--- src/rtl/byteperm_unit.sv ---
`default_nettype none
// ============================================================================
//  Module      : byteperm_unit
//  Description : Multi-cycle byte permutation unit. Captures one operand and
//                operation, then builds the result LANES bytes per cycle:
//                rev8 (byte reverse), orc.b (byte OR-combine), brev8 (bit
//                reverse within bytes) and brev (full bit reverse).
//                Valid/ready handshake on both sides, synchronous flush.
//  Revision    : 1.0 - initial release
// ============================================================================
module byteperm_unit #(
    parameter int WIDTH = 32,
    parameter int LANES = 1
) (
    input  logic             clk,
    input  logic             reset,
    input  logic             InValid,
    output logic             InReady,
    input  logic [WIDTH-1:0] A,
    input  logic [1:0]       Op,
    input  logic             Flush,
    output logic             OutValid,
    input  logic             OutReady,
    output logic [WIDTH-1:0] Result
);

    // ------------------------------------------------------------------------
    // Derived constants
    // ------------------------------------------------------------------------
    localparam int c_NB    = WIDTH / 8;
    localparam int c_STEPS = (LANES > 0) ? (c_NB / LANES) : 1;
    localparam int c_CW    = (c_STEPS > 1) ? $clog2(c_STEPS) : 1;

    localparam logic [c_CW-1:0] c_LAST = c_CW'(c_STEPS - 1);

    localparam logic [1:0] c_IDLE = 2'd0;
    localparam logic [1:0] c_BUSY = 2'd1;
    localparam logic [1:0] c_DONE = 2'd2;

    localparam logic [1:0] c_OP_REV8  = 2'b00;
    localparam logic [1:0] c_OP_ORCB  = 2'b01;
    localparam logic [1:0] c_OP_BREV8 = 2'b10;
    localparam logic [1:0] c_OP_BREV  = 2'b11;

    // ------------------------------------------------------------------------
    // Elaboration-time parameter legality check
    // ------------------------------------------------------------------------
    generate
        if (!((WIDTH == 32) || (WIDTH == 64)) ||
            !((LANES == 1) || (LANES == 2) || (LANES == 4) || (LANES == 8)) ||
            (LANES > (WIDTH / 8))) begin : g_bad_params
            $error("byteperm_unit: illegal WIDTH/LANES combination");
        end
    endgenerate

    // ------------------------------------------------------------------------
    // Registers and wires
    // ------------------------------------------------------------------------
    logic [1:0]       r_state;
    logic [1:0]       w_next;
    logic [c_CW-1:0]  r_k;
    logic [WIDTH-1:0] r_a;
    logic [1:0]       r_op;
    logic [WIDTH-1:0] r_res;

    logic             w_accept;
    logic             w_reversed;
    logic [WIDTH-1:0] w_full;
    logic [c_NB-1:0]  w_src_win;
    logic [c_NB-1:0]  w_dst_win;
    logic [WIDTH-1:0] w_bitmask;

    // A new operation is taken only from IDLE; flush vetoes the accept.
    assign w_accept = (r_state == c_IDLE) && InValid && !Flush;

    // ------------------------------------------------------------------------
    // FSM: state register
    // ------------------------------------------------------------------------
    always_ff @(posedge clk or posedge reset) begin
        if (reset) begin
            r_state <= c_IDLE;
        end else begin
            r_state <= w_next;
        end
    end

    // ------------------------------------------------------------------------
    // FSM: next-state logic; flush overrides every other transition
    // ------------------------------------------------------------------------
    always_comb begin
        w_next = r_state;
        if (Flush) begin
            w_next = c_IDLE;
        end else begin
            case (r_state)
                c_IDLE: begin
                    if (InValid) begin
                        w_next = c_BUSY;
                    end
                end
                c_BUSY: begin
                    if (r_k == c_LAST) begin
                        w_next = c_DONE;
                    end
                end
                c_DONE: begin
                    if (OutReady) begin
                        w_next = c_IDLE;
                    end
                end
                default: w_next = c_IDLE;
            endcase
        end
    end

    // ------------------------------------------------------------------------
    // FSM: outputs; the result is forced to zero whenever it is not valid
    // ------------------------------------------------------------------------
    always_comb begin
        InReady  = (r_state == c_IDLE);
        OutValid = (r_state == c_DONE);
        Result   = (r_state == c_DONE) ? r_res : '0;
    end

    // ------------------------------------------------------------------------
    // Full-width result of the captured operation, computed from the held
    // operand; only the bytes selected by the current step are committed.
    // ------------------------------------------------------------------------
    always_comb begin
        w_full = '0;
        case (r_op)
            c_OP_REV8: begin
                for (int i = 0; i < c_NB; i++) begin
                    w_full[8*(c_NB-1-i) +: 8] = r_a[8*i +: 8];
                end
            end
            c_OP_ORCB: begin
                for (int i = 0; i < c_NB; i++) begin
                    w_full[8*i +: 8] = {8{|r_a[8*i +: 8]}};
                end
            end
            c_OP_BREV8: begin
                for (int i = 0; i < c_NB; i++) begin
                    for (int b = 0; b < 8; b++) begin
                        w_full[8*i + b] = r_a[8*i + 7 - b];
                    end
                end
            end
            c_OP_BREV: begin
                for (int j = 0; j < WIDTH; j++) begin
                    w_full[j] = r_a[WIDTH-1-j];
                end
            end
            default: w_full = '0;
        endcase
    end

    // ------------------------------------------------------------------------
    // Source bytes handled this step: k*LANES .. k*LANES+LANES-1
    // ------------------------------------------------------------------------
    always_comb begin
        w_src_win = '0;
        for (int i = 0; i < c_NB; i++) begin
            w_src_win[i] = (r_k == c_CW'(i / LANES));
        end
    end

    // ------------------------------------------------------------------------
    // Map the source window onto destination bytes; rev8 and brev move byte i
    // to byte NB-1-i, the other ops keep bytes in place.
    // ------------------------------------------------------------------------
    always_comb begin
        w_reversed = (r_op == c_OP_REV8) || (r_op == c_OP_BREV);
        w_dst_win  = '0;
        w_bitmask  = '0;
        for (int d = 0; d < c_NB; d++) begin
            w_dst_win[d] = w_reversed ? w_src_win[c_NB-1-d] : w_src_win[d];
        end
        for (int d = 0; d < c_NB; d++) begin
            w_bitmask[8*d +: 8] = {8{w_dst_win[d]}};
        end
    end

    // ------------------------------------------------------------------------
    // Datapath: capture on accept, merge one window of result bytes per
    // BUSY cycle and advance the step counter.
    // ------------------------------------------------------------------------
    always_ff @(posedge clk or posedge reset) begin
        if (reset) begin
            r_a   <= '0;
            r_op  <= '0;
            r_res <= '0;
            r_k   <= '0;
        end else if (w_accept) begin
            r_a   <= A;
            r_op  <= Op;
            r_res <= '0;
            r_k   <= '0;
        end else if ((r_state == c_BUSY) && !Flush) begin
            r_res <= (r_res & ~w_bitmask) | (w_full & w_bitmask);
            r_k   <= (r_k == c_LAST) ? '0 : (r_k + 1'b1);
        end
    end

endmodule
`default_nettype wire

--- config.mk ---
export PLATFORM = sky130hd
export DESIGN_NAME = byteperm_unit
export DESIGN_NICKNAME = d
export VERILOG_FILES = /design/src/rtl/byteperm_unit.sv
export SDC_FILE = /design/constraint.sdc
export NUM_CORES = 1
export LEC_CHECK = 0
export CAP_MARGIN = 20
export CORE_MARGIN = 1.5
export CORE_UTILIZATION = 40
export DETAILED_ROUTE_END_ITERATION = 8
export GPL_TIMING_DRIVEN = 0
export PLACE_DENSITY = 0.74
export SETUP_SLACK_MARGIN = 0.02
export SYNTH_ARGS = -nofsm -noshare
export SYNTH_HDL_FRONTEND = slang
export SYNTH_SLANG_ARGS = --single-unit
--- constraint.sdc ---
create_clock -name clk -period 2.6 [get_ports clk]
set_clock_uncertainty 0.15 [all_clocks]
set_input_delay 0.52 -clock clk [delete_from_list [all_inputs] [get_ports clk]]
set_output_delay 0.52 -clock clk [all_outputs]
set_load 0.02 [all_outputs]
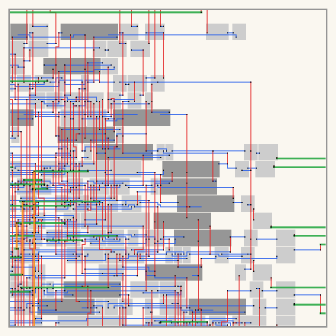
**Above:** layout detail.
Region (50, 50) to (100, 100) µm. Cells in grey, sequential cells in the stronger grey; small squares are vias.
Key: metal 3 = green; metal 1 = blue; metal 2 = red; metal 4 = orange
123 logic cells have their middle in the window. Netlist names of flops here include r_res (13), r_k (1). Sequential cells in the window: 14. Most frequent: dlygate4sd2_1 (17), and2_1 (15).

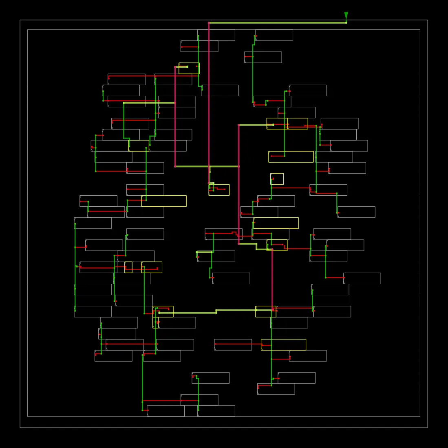
**Above:** clock routing.
clk_buf instances: 10
CTS sink cnt: 70

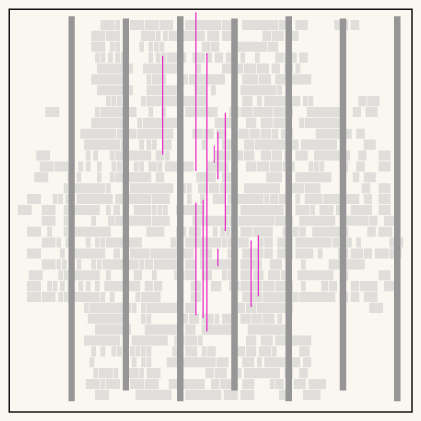
**Above:** met4 routing.
(4 px per µm) Supply wires on this layer in grey.
The layer holds 2.7% of the routed length. The layer carries 271 µm of wire. The wires run mostly vertical. The longest straight run is 69.4 µm.

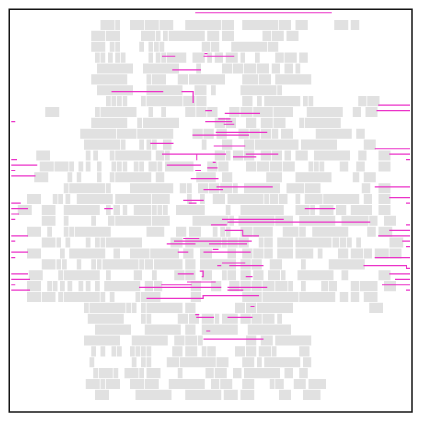
**Above:** met3 routing.
(4 px per µm)
The layer holds 5.9% of the routed length. The longest straight run is 35.4 µm. The wires run mostly horizontal.
DR vias: 3403
met3 Use GR: 4.11%
drt total wl: 10100 µm

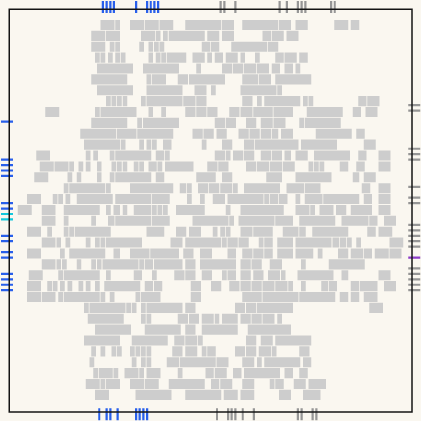
**Above:** pin map.
(4 px per µm) Pins as bars across the die edge, other pins in grey.
Key: A = blue [pins 32, direction input, edge 15 west, 9 north, 8 south]; Flush = purple [pins 1, direction input, edge east]; Op = cyan [pins 2, direction input, edge west]
All pins by edge: 19 north, 19 east, 18 south, 17 west.
chip width: 100 µm
IO Port Bufs: 72
Vert. Die Dim: 100 µm

power by group:
| group | internal, µW | leakage (µW) | switching, µW |
|---|---|---|---|
| sequential | 1390 | 0.000898 | 288 |
| combinational | 438 | 0.00126 | 461 |
| clock | 734 | 0.000130 | 412 |
tightest hold or removal path, stage by stage (launching register included):
cell      delay, ns
dfrtp_1        0.37
nand2_1        0.06
a221oi_1       0.07
worst paths after layout:
path / startpoint / end / slack (ns) / cells past startpoint
setup / recovery: r_state[0]$_DFFE_PP0P_ / Result[28] / 0.11 / 4
hold / removal: r_res[2]$_DFFE_PP0P_ / r_res[2]$_DFFE_PP0P_ / 0.39 / 2
setup reg to reg: r_op[0]$_DFFE_PP0N_ / r_res[20]$_DFFE_PP0P_ / 0.36 / 6
hold reg to reg: r_res[2]$_DFFE_PP0P_ / r_res[2]$_DFFE_PP0P_ / 0.39 / 2
max in group asynchronous: reset / r_a[8]$_DFFE_PP0N_ / 1.21 / 2
min in group asynchronous: reset / r_res[11]$_DFFE_PP0P_ / 0.55 / 2
layout make-up:
class | count | area (µm²) | share of cell area [%]
plain buffers | 27 | 139 | 2.84
clock buffers | 10 | 128 | 2.61
clock inverters | 6 | 134 | 2.74
inverters | 5 | 21.3 | 0.435
multi-input cells | 306 | 1880 | 38.5
flip-flops and latches | 70 | 1750 | 35.8
well taps | 111 | 139 | 2.84
repair buffers | 72 | 694 | 14.2
kinds of logic (layout without fill, tap and decap cells):
group	after synthesis	after routing
mux	4	4
compound gates	75	75
simple gates	219	219
buf+inv	32	120
fa+ha+maj	8	8
flops	70	70
layer usage:
layer / GRT usage, % / wire (µm) / vias up
met3: 4.11 / 596 / 24
met1: 29.2 / 4740 / 1620
met2: 31.3 / 4470 / 144
met4: 9.10 / 270 / 0
li1: - / - / 1615
met5: 0 / 0 / -
layout by cell type (no fill, tap or decap), drive strengths merged, types with 4 or more instances in the layout:
cell	netlist	layout
nand2	138	138
dfrtp	70	70
clkdlybuf4s50	0	39
nor3b	33	33
a22oi	32	32
a221oi	32	32
and2	32	32
dlygate4sd2	0	27
clkbuf	18	27
buf	9	10
nor4	8	8
ha	8	8
inv	5	5
mux2	4	4
a211oi	4	4
bufinv	0	4
metrics by stage:
stage	cells	power, µW
floorplan	408	2250
global placement	591	2540
detailed placement	591	2570
CTS	607	3710
global route	607	3920
finish	607	3720
cell usage after synthesis (all sizes together):
library cell	count	share of area, %
nand2	138	14
dfrtp	70	46
nor3b	33	6.8
a221oi	32	7.4
a22oi	32	6.3
and2	32	5.3
clkbuf	18	1.8
buf	9	1.7
ha	8	2.6
nor4	8	1.3
inv	5	0.50
a211oi	4	2.1
mux2	4	1.2
nor2	3	0.30
o21ai	3	0.40
a21oi	2	0.26
a22o	2	0.53
nand3b	2	0.40
and2b	1	0.23
nand2b	1	0.17
nor4b	1	0.40
flip-flops by register name (all words and copies together) (netlist names):
name / count
r_op: 2
r_res: 32
r_state: 2
r_a: 32
r_k: 2
timing repair:
item | CTS | global route
hold buffers | 0 | 0
resized | 34 | 7
setup endpoints to repair | 30 | 8
==> impl_metrics.py <==
# Flow results
metrics = {
    "run_status": {
        "outcome": "finished clean",
    },
    "sta": {
        "rsz0062_at_grt": "true",
        "finalCriticalPeriod_ns": 2.49,
        "slew_headroom_pct": 40.2,
        "timing.final.crit_share_pct": 96.0,
    },
    "yosys": {
        "syn_area_per_cell_um2": 9.28,
        "synth_warnings": 0,
        "ys_sh_aoi_pct": 17.0,
        "ys_sh_adder_pct": 2.64,
        "ys_seq_share_pct": 46.3,
        "ys_sh_mux_pct": 1.19,
        "ys_types": 26,
    },
    "cts": {
        "cts_buffers": 9,
        "clk_pin_slew_worst_paths_ns": 0.07,
        "insertion_delay_ns": 0.35,
        "cts_buffer_depth": 2,
        "cts_tree": "yes",
    },
    "finish": {
        "syn2layout_area_growth_pct": 29.1,
        "fin_area_um2": 4890,
    },
    "setup_path": {
        "critPathMaxStageDelay_ns": 0.45,
        "worstPathArrival_ns": 1.82,
        "path_buffers": 2,
        "startpoint_type": "flip-flop",
        "critical_path.top_delay_family": "buffers and inverters",
    },
    "floorplanning": {
        "fp-utilization_pct": 41.2,
        "row_count": 35,
    },
    "power": {
        "ir_worst_vdd_v": 0.000291,
    },
    "detailed_routing": {
        "antenna_left": 0,
        "avgRoutedWirePerCell_um": 16.6,
        "post-route-drc-count": 0,
    },
    "run": {
        "maxCapViolCount": 0,
    },
}
No activity file was given, so power comes from the tool's default toggle rates.
